### config.mk
export PLATFORM = sky130hd
export DESIGN_NAME = ste_led_bar_pk
export DESIGN_NICKNAME = d
export VERILOG_FILES = /design/src/rtl/ste_led_bar_pk.sv
export SDC_FILE = /design/constraint.sdc
export NUM_CORES = 1
export LEC_CHECK = 0
export ABC_AREA = 0
export CORE_MARGIN = 1.5
export CORE_UTILIZATION = 24
export DETAILED_ROUTE_END_ITERATION = 7
export HOLD_SLACK_MARGIN = 0.06
export PLACE_DENSITY = 0.61
export SYNTH_ARGS = -nofsm -noshare
export SYNTH_HDL_FRONTEND = slang
export SYNTH_SLANG_ARGS = --single-unit
### constraint.sdc
create_clock -name clk -period 1.8 [get_ports clk]
set_input_delay 0.36 -clock clk [delete_from_list [all_inputs] [get_ports clk]]
set_output_delay 0.36 -clock clk [all_outputs]
set_load 0.1 [all_outputs]
### src/rtl/ste_led_bar_pk.sv
// LED bar/dot level meter with optional peak-hold marker (build macro STE_LED_BAR_PEAK_EN).
// Latency: 1 cycle from din_update_i strobe to led_o; mode_i acts combinationally.
// Backpressure: none; every strobe is accepted, and clr_i wins over a simultaneous strobe.
module ste_led_bar_pk #(
    parameter int                DATA_W    = 4,
    parameter logic [DATA_W-1:0] DATA_MAX  = 4'hF,
    parameter int                LED_NR    = 8,
    parameter int                HOLD_CYC  = 50_000_000,
    parameter int                DECAY_CYC = 5_000_000
) (
    input  logic                         clk,
    input  logic                         rst_n,
    input  logic [DATA_W-1:0]            din_i,
    input  logic                         din_update_i,
    input  logic                         clr_i,
    input  logic                         mode_i,
    output logic [LED_NR-1:0]            led_o,
    output logic [$clog2(LED_NR+1)-1:0]  peak_o
);

    localparam int LW = $clog2(LED_NR + 1);
    // Wide enough for din*LED_NR and k*DATA_MAX with LED_NR up to 32.
    localparam int MW = DATA_W + 6;

    // Reject parameter values the arithmetic and counters are not built for.
    if (DATA_W < 2 || DATA_W > 16) begin : g_bad_data_w
        $error("DATA_W out of range");
    end
    if (DATA_MAX == '0) begin : g_bad_data_max
        $error("DATA_MAX must be nonzero");
    end
    if (LED_NR < 2 || LED_NR > 32) begin : g_bad_led_nr
        $error("LED_NR out of range");
    end
    if (HOLD_CYC < 1 || DECAY_CYC < 1) begin : g_bad_cyc
        $error("HOLD_CYC and DECAY_CYC must be at least 1");
    end

    logic [MW-1:0] w_prod;
    logic [LW-1:0] w_new_lvl;
    logic [LW-1:0] r_level;
    logic [LW-1:0] w_peak_disp;

    // Quantise the input: highest k with din*LED_NR >= k*DATA_MAX (saturates naturally).
    always_comb begin
        w_prod    = MW'(din_i) * MW'(LED_NR);
        w_new_lvl = '0;
        for (int k = 1; k <= LED_NR; k++) begin
            if (w_prod >= MW'(k) * MW'(DATA_MAX)) begin
                w_new_lvl = LW'(k);
            end
        end
    end

    // Level register: loads on strobe only, cleared by clr_i.
    always_ff @(posedge clk or negedge rst_n) begin
        if (!rst_n) begin
            r_level <= '0;
        end else if (clr_i) begin
            r_level <= '0;
        end else if (din_update_i) begin
            r_level <= w_new_lvl;
        end
    end

`ifdef STE_LED_BAR_PEAK_EN
    localparam int HW = (HOLD_CYC  > 1) ? $clog2(HOLD_CYC)  : 1;
    localparam int DW = (DECAY_CYC > 1) ? $clog2(DECAY_CYC) : 1;
    localparam logic [HW-1:0] HOLD_LD  = HW'(HOLD_CYC - 1);
    localparam logic [DW-1:0] DECAY_LD = DW'(DECAY_CYC - 1);

    typedef enum logic [1:0] {
        ST_TRACK = 2'd0,
        ST_HOLD  = 2'd1,
        ST_DECAY = 2'd2
    } state_t;

    state_t        r_state, w_state_nx;
    logic [LW-1:0] r_peak,  w_peak_nx;
    logic [HW-1:0] r_hold,  w_hold_nx;
    logic [DW-1:0] r_decay, w_decay_nx;
    logic [LW-1:0] w_cmp_lvl;

    // Peak state and counters register.
    always_ff @(posedge clk or negedge rst_n) begin
        if (!rst_n) begin
            r_state <= ST_TRACK;
            r_peak  <= '0;
            r_hold  <= '0;
            r_decay <= '0;
        end else begin
            r_state <= w_state_nx;
            r_peak  <= w_peak_nx;
            r_hold  <= w_hold_nx;
            r_decay <= w_decay_nx;
        end
    end

    // Peak next-state: clear, then capture/rearm on strobe, else hold/decay countdown.
    always_comb begin
        w_state_nx = r_state;
        w_peak_nx  = r_peak;
        w_hold_nx  = r_hold;
        w_decay_nx = r_decay;
        // A strobe that does not capture still moves the level the peak is compared to.
        w_cmp_lvl  = din_update_i ? w_new_lvl : r_level;
        if (clr_i) begin
            w_state_nx = ST_TRACK;
            w_peak_nx  = '0;
            w_hold_nx  = '0;
            w_decay_nx = '0;
        end else if (din_update_i && (w_new_lvl >= r_peak || r_state == ST_TRACK)) begin
            if (w_new_lvl >= r_peak) begin
                w_peak_nx = w_new_lvl;
            end
            w_state_nx = ST_HOLD;
            w_hold_nx  = HOLD_LD;
            w_decay_nx = '0;
        end else begin
            case (r_state)
                ST_HOLD: begin
                    if (r_hold == '0) begin
                        if (r_peak > w_cmp_lvl) begin
                            w_state_nx = ST_DECAY;
                            w_decay_nx = DECAY_LD;
                        end else begin
                            w_state_nx = ST_TRACK;
                            w_peak_nx  = w_cmp_lvl;
                        end
                    end else begin
                        w_hold_nx = r_hold - 1'b1;
                    end
                end
                ST_DECAY: begin
                    if (r_decay == '0) begin
                        // Peak is above level here, so peak-1 cannot underflow.
                        if (r_peak - 1'b1 <= w_cmp_lvl) begin
                            w_state_nx = ST_TRACK;
                            w_peak_nx  = w_cmp_lvl;
                            w_decay_nx = '0;
                        end else begin
                            w_peak_nx  = r_peak - 1'b1;
                            w_decay_nx = DECAY_LD;
                        end
                    end else begin
                        w_decay_nx = r_decay - 1'b1;
                    end
                end
                default: begin
                    w_state_nx = ST_TRACK;
                end
            endcase
        end
    end

    assign w_peak_disp = r_peak;
`else
    assign w_peak_disp = '0;
`endif

    assign peak_o = w_peak_disp;

    // LED decode: bar or dot for the level, plus the peak marker when nonzero.
    always_comb begin
        led_o = '0;
        for (int i = 0; i < LED_NR; i++) begin
            if (mode_i) begin
                if (LW'(i + 1) == r_level) begin
                    led_o[i] = 1'b1;
                end
            end else if (LW'(i) < r_level) begin
                led_o[i] = 1'b1;
            end
            if (LW'(i + 1) == w_peak_disp) begin
                led_o[i] = 1'b1;
            end
        end
    end

endmodule

Figure 1. Signal wires on met3 (run 1).
Drawn at 6 px/µm.
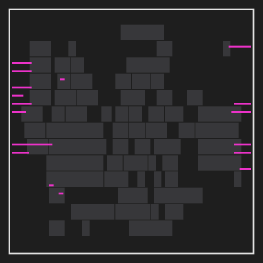
wire length on this layer: 40.9 µm
share of all routed wire: 5.2%
main direction: horizontal
nets with wire on the layer: 15
M3 GR Usage: 1.67%
vias: 375
Post-Route WL: 793 µm

Figure 2. Wiring heat map (run 1).
Drawn at 10 px/µm. 8 x 8 tiles, from white (low) to dark blue (high), scaled to the fullest tile. Values are wire area over tile area, all layers added.
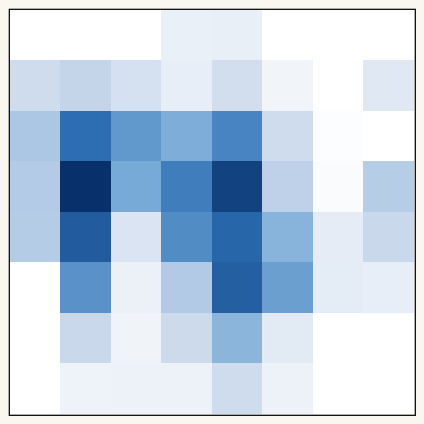
mean over tiles: 0.079
tiles over half the peak: 20%
nearly empty tiles: 25%
DR WL/cell: 9.91 µm
All-Layer GR Usage: 12.0%

Figure 3. Cell classes on the final placement (run 1).
Drawn at 12 px/µm.
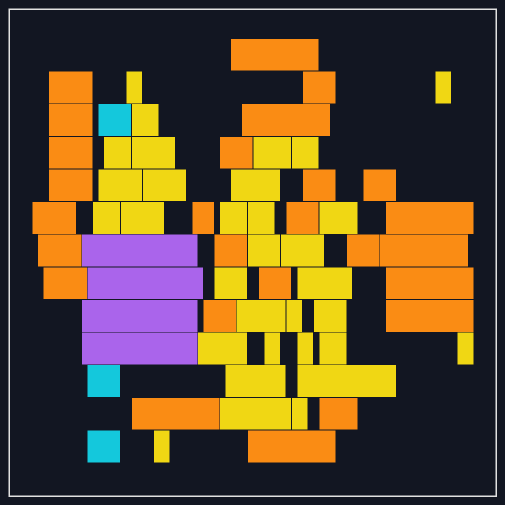
legend:
  remaining buffers and delay cells:
    color: orange
    cells: 26
    share_of_their_area: 44%
  remaining logic cells:
    color: yellow
    cells: 32
    share_of_their_area: 37%
  sequential cells:
    color: purple
    cells: 4
    share_of_their_area: 15%
  clock-net drivers:
    color: cyan
    cells: 3
    share_of_their_area: 3.2%

[run 1: cell families (layout without fill, tap and decap cells)]
| kind of cell | count (synthesis) | after routing | synth area share (%) |
|---|---|---|---|
| mux | 2 | 2 | 5.95 |
| other cells | 1 | 4 | 1.11 |
| compound gates | 11 | 11 | 25.3 |
| buf+inv | 7 | 30 | 14.5 |
| simple gates | 14 | 14 | 23.4 |
| flops | 4 | 4 | 29.7 |
[run 1: worst max path at each step]
| stage | startpoint | to | cells after the start |
|---|---|---|---|
| finish | r_level[1]$_DFFE_PN0P_ | led_o[0] | 4 |
| global route | r_level[2]$_DFFE_PN0P_ | led_o[0] | 4 |
| CTS | r_level[3]$_DFFE_PN0P_ | led_o[2] | 3 |
| detailed placement | mode_i | led_o[2] | 4 |
| global placement | mode_i | led_o[2] | 4 |
| floorplan | r_level[2]$_DFFE_PN0P_ | led_o[4] | 2 |
[run 1: through the flow]
| step | std cells | worst slack [ns] |
|---|---|---|
| floorplan | 42 | -0.562 |
| global placement | 70 | -0.0102 |
| detailed placement | 70 | -0.0200 |
| CTS | 77 | -0.00660 |
| global route | 80 | -0.0548 |
| finish | 80 | 0.0168 |
[run 1: cells in the mapped netlist, drive strengths merged]
| cell type | instances |
|---|---|
| nor2b | 1 |
| nand4 | 1 |
| a2bb2o | 1 |
| nor3 | 1 |
| nand2 | 2 |
| nor2 | 3 |
| a21oi | 3 |
| o211ai | 1 |
| and2 | 1 |
| conb | 1 |
| mux2i | 2 |
| o21a | 1 |
| inv | 1 |
| buf | 5 |
| a32o | 3 |
| o31ai | 2 |
| nand4bb | 1 |
| nand2b | 2 |
| or3 | 2 |
| clkbuf | 1 |
| dfrtp | 4 |
==> flow_metrics.tcl, run 1 <==
# metrics dict for downstream scripts
set metrics [dict create \
    status "complete, no violations" \
    pwr-share-seq_pct 22.3 \
    drive_gt1_share_pct 53.8 \
    clock_latency_ns 0.23 \
    row_count 13 \
    via_per_inst 4.69 \
    comb_area_um2 259 \
    cts_buffers 3 \
    cp-start-kind "register" \
    ys_seq_share_pct 29.7 \
    switching_share_pct 42.6 \
    avgSynthCellArea_um2 8.63 \
    fin_crit_sh_pct 99.1 \
    netlist_area_um2 337 \
    nets 76 \
    final-setup-viol-count 0 \
    ys_ff 4 \
    dpl.hpwl_um 554 \
    crit_chain "nor3_2 -> buf_4 -> mux2i_4 -> buf_12" \
    place_area_um2 621 \
    core_util_floorplan_pct 25.9 \
    rsz0062_at_grt "true" \
    n_tap_cell 15 \
    regArea_um2 105 \
    crit_fanout 5 \
    flops 4 \
    p_clk_share_pct 24.3 \
    htreeDepth 1 \
    r2r-start "r_level[3]$_DFFE_PN0P_" \
    ys_cells 39 \
    grt.overflow.total 0 \
    cp_num_buf_inv 2 \
    wl_met2_um 447 \
    top_power_group "combinational logic" \
    antenna_left 0 \
    drtIter0Drc 3 \
    comb_power_share_pct 53.4 \
    cts-resized-gates 6 \
    grt_pass1_wl_um 1250 \
    routed.top_layer "met4" \
    cts_hold_buffers 0 \
    cellLeakagePower_nw 0.297 \
    design.portCount 21 \
    clk_pin_slew_ns 0.04 \
    cts_tree "done" \
    seq_area_share_pct 14.6 \
    end_kind "output port" \
    place_congestion 0.623 \
    critical_path_class "reg -> out" \
    die_w_um 40.5 \
    antenna_found_initial 0 \
    top_cell_area_share_pct 29.7 \
    max_cap_viol_count 0 \
    power_mw 0.456 \
    ff2ff_path_depth 2 \
    min_period_ns 1.78 \
    final_cell_mix "buf_4, buf_12, clkdlybuf4s50_1" \
    die-area_um2 1640 \
    diodes 0 \
    reg2reg_slack_ns 0.82 \
    power_switching_mw 0.194 \
    comb-cell-share_pct 35.9 \
    comb_cells 31 \
    clk_share_pct 3.13 \
    n_all_buffers 26 \
    port_buffers 16 \
    finalHoldViolations 0 \
    grt_max_degree 12 \
    largest_register_ffs 4 \
    reg_top3 "r_level: 4 flops" \
    grt_pass1_vias 329 \
    synth.distinct_cells 22 \
    reg2reg_to "r_level[3]$_DFFE_PN0P_" \
    buf_share_pct 43.2 \
    met3WireLength_um 40 \
    largest_area_cell "dfrtp_1" \
    firstDrtPassIters 2 \
    cp.required_ns 1.44 \
    hold_ws_ns 0.319 \
    fillers 129 \
    clock-sinks 4 \
    warnings 29 \
    clk_path_buf_depth 2 \
    routedLengthMet1_um 279 \
    tns_ns 0 \
    drv_slew 0 \
    max_freq_ghz 0.561 \
    clock_skew_ns 0 \
    cts-root-buf "clkbuf_4" \
    largest_register "r_level" \
    synth-warning-count 0 \
    use_met2_pct 20.6 \
    ir_drop_mv 0.359 \
    post-route-drc-count 0 \
    cp_slowest_cell "dfrtp_2" \
    gr-usage-met1_pct 11.8 \
    synth_cells 39 \
    stdcell_area_um2 721 \
    cpPeakStageDelay_ns 0.43 \
    fp.dieH_um 40.5 \
    crit_family "flip-flops" \
    synth-area-yosys_um2 337 \
    area_leaders "dfrtp_1, a32o_1, buf_4, mux2i_1, a21oi_1" \
    seq-power_mw 0.102 \
    hold_path.class "in -> async" \
    cts_setup_buffers 4 \
    p_per_area_nw_per_um2 633 \
    clock_power_mw 0.111 \
    top_usage_layer "met2" \
    clkbuf_count 3 \
    crit_arrival_ns 1.42 \
    inverters 1 \
    core_area_um2 1300 \
    comb-power_mw 0.244 \
    p_int_mw 0.262 \
    syn2layout_area_growth_pct 114 \
    final_util_pct 55.4 \
    largest_class "buffers" \
    layout_top_cell_excl_fill_tap "buf_4" \
]
--- run 2 (diff from run 1) ---
Settings changed: CORE_MARGIN 1.5 to 1.
==> run 2 against run 1 <==
Compared with the run above:
- critical path depth is 1 lower
- maximum frequency about the same
- synthesized cell count did not move
- die size down 4.9%
- utilization fell by 1.1 points
- non-clock buffer count stayed put
- sequential share of layout area up 0.28 points
- combinational power decreased by 2%
- sequential power about the same
- final area shrank 1.9%
- clock-buffer cell count did not move
- global-route usage up 1.8 points
==> flow_metrics.tcl, run 2 <==
# metrics dict for downstream scripts
set metrics [dict create \
    cp-start-kind "register" \
    clk_path_buf_depth 2 \
    hold_path.class "in -> async" \
    max_freq_ghz 0.561 \
    fp.dieH_um 39.5 \
    layout_top_cell_excl_fill_tap "buf_4" \
    largest_area_cell "dfrtp_1" \
    cpPeakStageDelay_ns 0.41 \
    finalHoldViolations 0 \
    synth-warning-count 0 \
    area_leaders "dfrtp_1, a32o_1, buf_4, mux2i_1, a21oi_1" \
    async_reset_ff_share_pct 100 \
    clk_pin_slew_ns 0.04 \
    dpl.hpwl_um 592 \
    cts_buffers 3 \
    cts-root-buf "clkbuf_4" \
    diodes 0 \
    reg_top3 "r_level: 4 flops" \
    ys_sh_aoi_pct 25.3 \
    antenna_left 0 \
    drive_gt1_share_pct 50.8 \
    grt_pass1_wl_um 1370 \
    row_count 13 \
    crit_end "led_o[3]" \
    largest_register "r_level" \
    place_congestion 0.644 \
    cts_hold_buffers 0 \
    clock_skew_ns 0 \
    fin_crit_sh_pct 99.1 \
    simple_gate_area_share_pct 23.4 \
    cp_slowest_cell "dfrtp_2" \
    clock-sinks 4 \
    nets 76 \
    synth_adder_area_share_pct 0 \
    rsz0062_at_grt "true" \
    logic_family "AND-OR/OR-AND gates" \
    synth.distinct_cells 22 \
    grt.overflow.total 0 \
    design.portCount 21 \
    drtIter0Drc 2 \
    status "complete, no violations" \
    avgSynthCellArea_um2 8.63 \
    routed_wl_um 819 \
    crit_cells 3 \
    netlist_area_um2 337 \
    hold_ws_ns 0.326 \
    cellLeakagePower_nw 0.297 \
    top_cell_area_share_pct 29.7 \
    crit_fanout 4 \
    die_w_um 39.5 \
    grt_max_degree 11 \
    antenna_found_initial 0 \
    reg2reg_slack_ns 0.88 \
    crit_arrival_ns 1.42 \
    common_cells "buf_4, dfrtp_1, a21oi_1, a32o_1, nor2_1" \
    wl_per_cell_um 10.2 \
    p_per_area_nw_per_um2 638 \
    core_util_floorplan_pct 25.9 \
    clock_latency_ns 0.23 \
    final-setup-viol-count 0 \
    grt_pass1_vias 353 \
    ys_cells 39 \
    ir_drop_mv 0.448 \
    port_buffers 16 \
    final_cell_mix "buf_4, buf_12, clkdlybuf4s50_1" \
    ys_seq_share_pct 29.7 \
    core_area_um2 1300 \
    r2r-start "r_level[2]$_DFFE_PN0P_" \
    largest_register_ffs 4 \
    reg2reg_to "r_level[2]$_DFFE_PN0P_" \
    drv_slew 0 \
    mux_share_pct 5.95 \
    ff_type "dfrtp_1" \
    end_kind "output port" \
    crit_family "flip-flops" \
    cts_tree "done" \
    cp.required_ns 1.44 \
    final_util_pct 54.3 \
    cp_num_buf_inv 1 \
    max_cap_viol_count 0 \
    ys_ff 4 \
    critical_path_class "reg -> out" \
    via_per_inst 4.76 \
    synth_cells 39 \
    synth-edff-count 0 \
    ff2ff_path_depth 2 \
    post-route-drc-count 0 \
]
[run 2: stage by stage]
step / power, mW / cell area, µm² / TNS (ns) / cells / setup slack [ns]
CTS: 0.458 / 697 / 0 / 79 / 0.00447
global route: 0.476 / 707 / -0.131 / 80 / -0.0351
floorplan: 0.259 / 388 / -2.10 / 42 / -0.562
global placement: 0.328 / 621 / -0.0112 / 70 / -0.0112
finish: 0.451 / 707 / 0 / 80 / 0.0164
detailed placement: 0.329 / 621 / -0.0156 / 70 / -0.0156
[run 2: layer usage]
metal  track usage (%)  vias to the layer above  wire (µm)  part of all wire, %
met5                 0                        -          0                    0
met4              12.9                        0          0                    0
met3              3.41                        0         28                  3.4
met2              24.2                       13        499                   61
met1              12.7                      179        291                   36
li1                  -                      189          -                    -
[run 2: repair_timing]
item | 4_1_cts | 5_1_grt
pin swaps | 1 | 3
setup buffers | 6 | 1
gates resized | 6 | 1
setup endpoints to repair | 5 | 5
[run 2: power by group]
part | switching [mW] | internal, mW | total (mW)
clock network | 0.0358 | 0.0745 | 0.110
logic | 0.150 | 0.0892 | 0.239
registers | 0.00583 | 0.0954 | 0.101
total | 0.192 | 0.259 | 0.451
[run 2: cells by family (layout without fill, tap and decap cells)]
kind of cell	after synthesis	count (layout)
simple gates	14	14
compound gates	11	11
buf+inv	7	30
flops	4	4
mux	2	2
other cells	1	4
[run 2: layout make-up]
cell class | count | area, µm²
Fill cell | 130 | 594
Timing Repair Buffer | 26 | 314
Multi-Input combinational cell | 31 | 243
Sequential cell | 4 | 105
Clock buffer | 3 | 22.5
Tap cell | 15 | 18.8
Inverter | 1 | 3.75
Figure 4. Cells by drive strength (run 2).
Drawn at 10 px/µm.
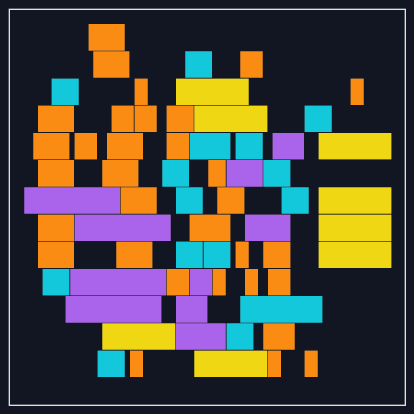
legend:
  x3 and x4:
    color: cyan
    cells: 15
    share: 23%
  x6 and larger:
    color: yellow
    cells: 8
    share: 12%
  x2:
    color: purple
    cells: 10
    share: 15%
  x1 and smaller:
    color: orange
    cells: 32
    share: 49%
synthesis-to-finish area growth: 110%
Non-CTS buffers: 26

Figure 5. Cell classes on the final placement (run 2).
Drawn at 12 px/µm.
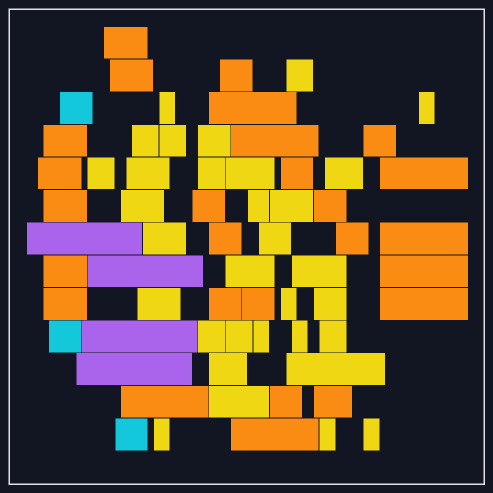
legend:
  sequential cells:
    color: purple
    cells: 4
    share_of_their_area: 15%
  remaining logic cells:
    color: yellow
    cells: 32
    share_of_their_area: 36%
  remaining buffers and delay cells:
    color: orange
    cells: 26
    share_of_their_area: 46%
  clock-net drivers:
    color: cyan
    cells: 3
    share_of_their_area: 3.3%

Figure 6. Wiring heat map (run 2).
Drawn at 10 px/µm. 8 x 8 tiles, from white (low) to dark blue (high), scaled to the fullest tile. Values are wire area over tile area, all layers added.
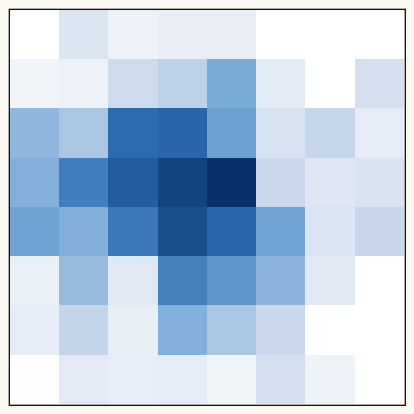
fullest tile: 0.28
mean over tiles: 0.081
nearly empty tiles: 16%
tiles over half the peak: 22%
densest ninth of the die: center

No activity file was given, so power comes from the tool's default toggle rates.
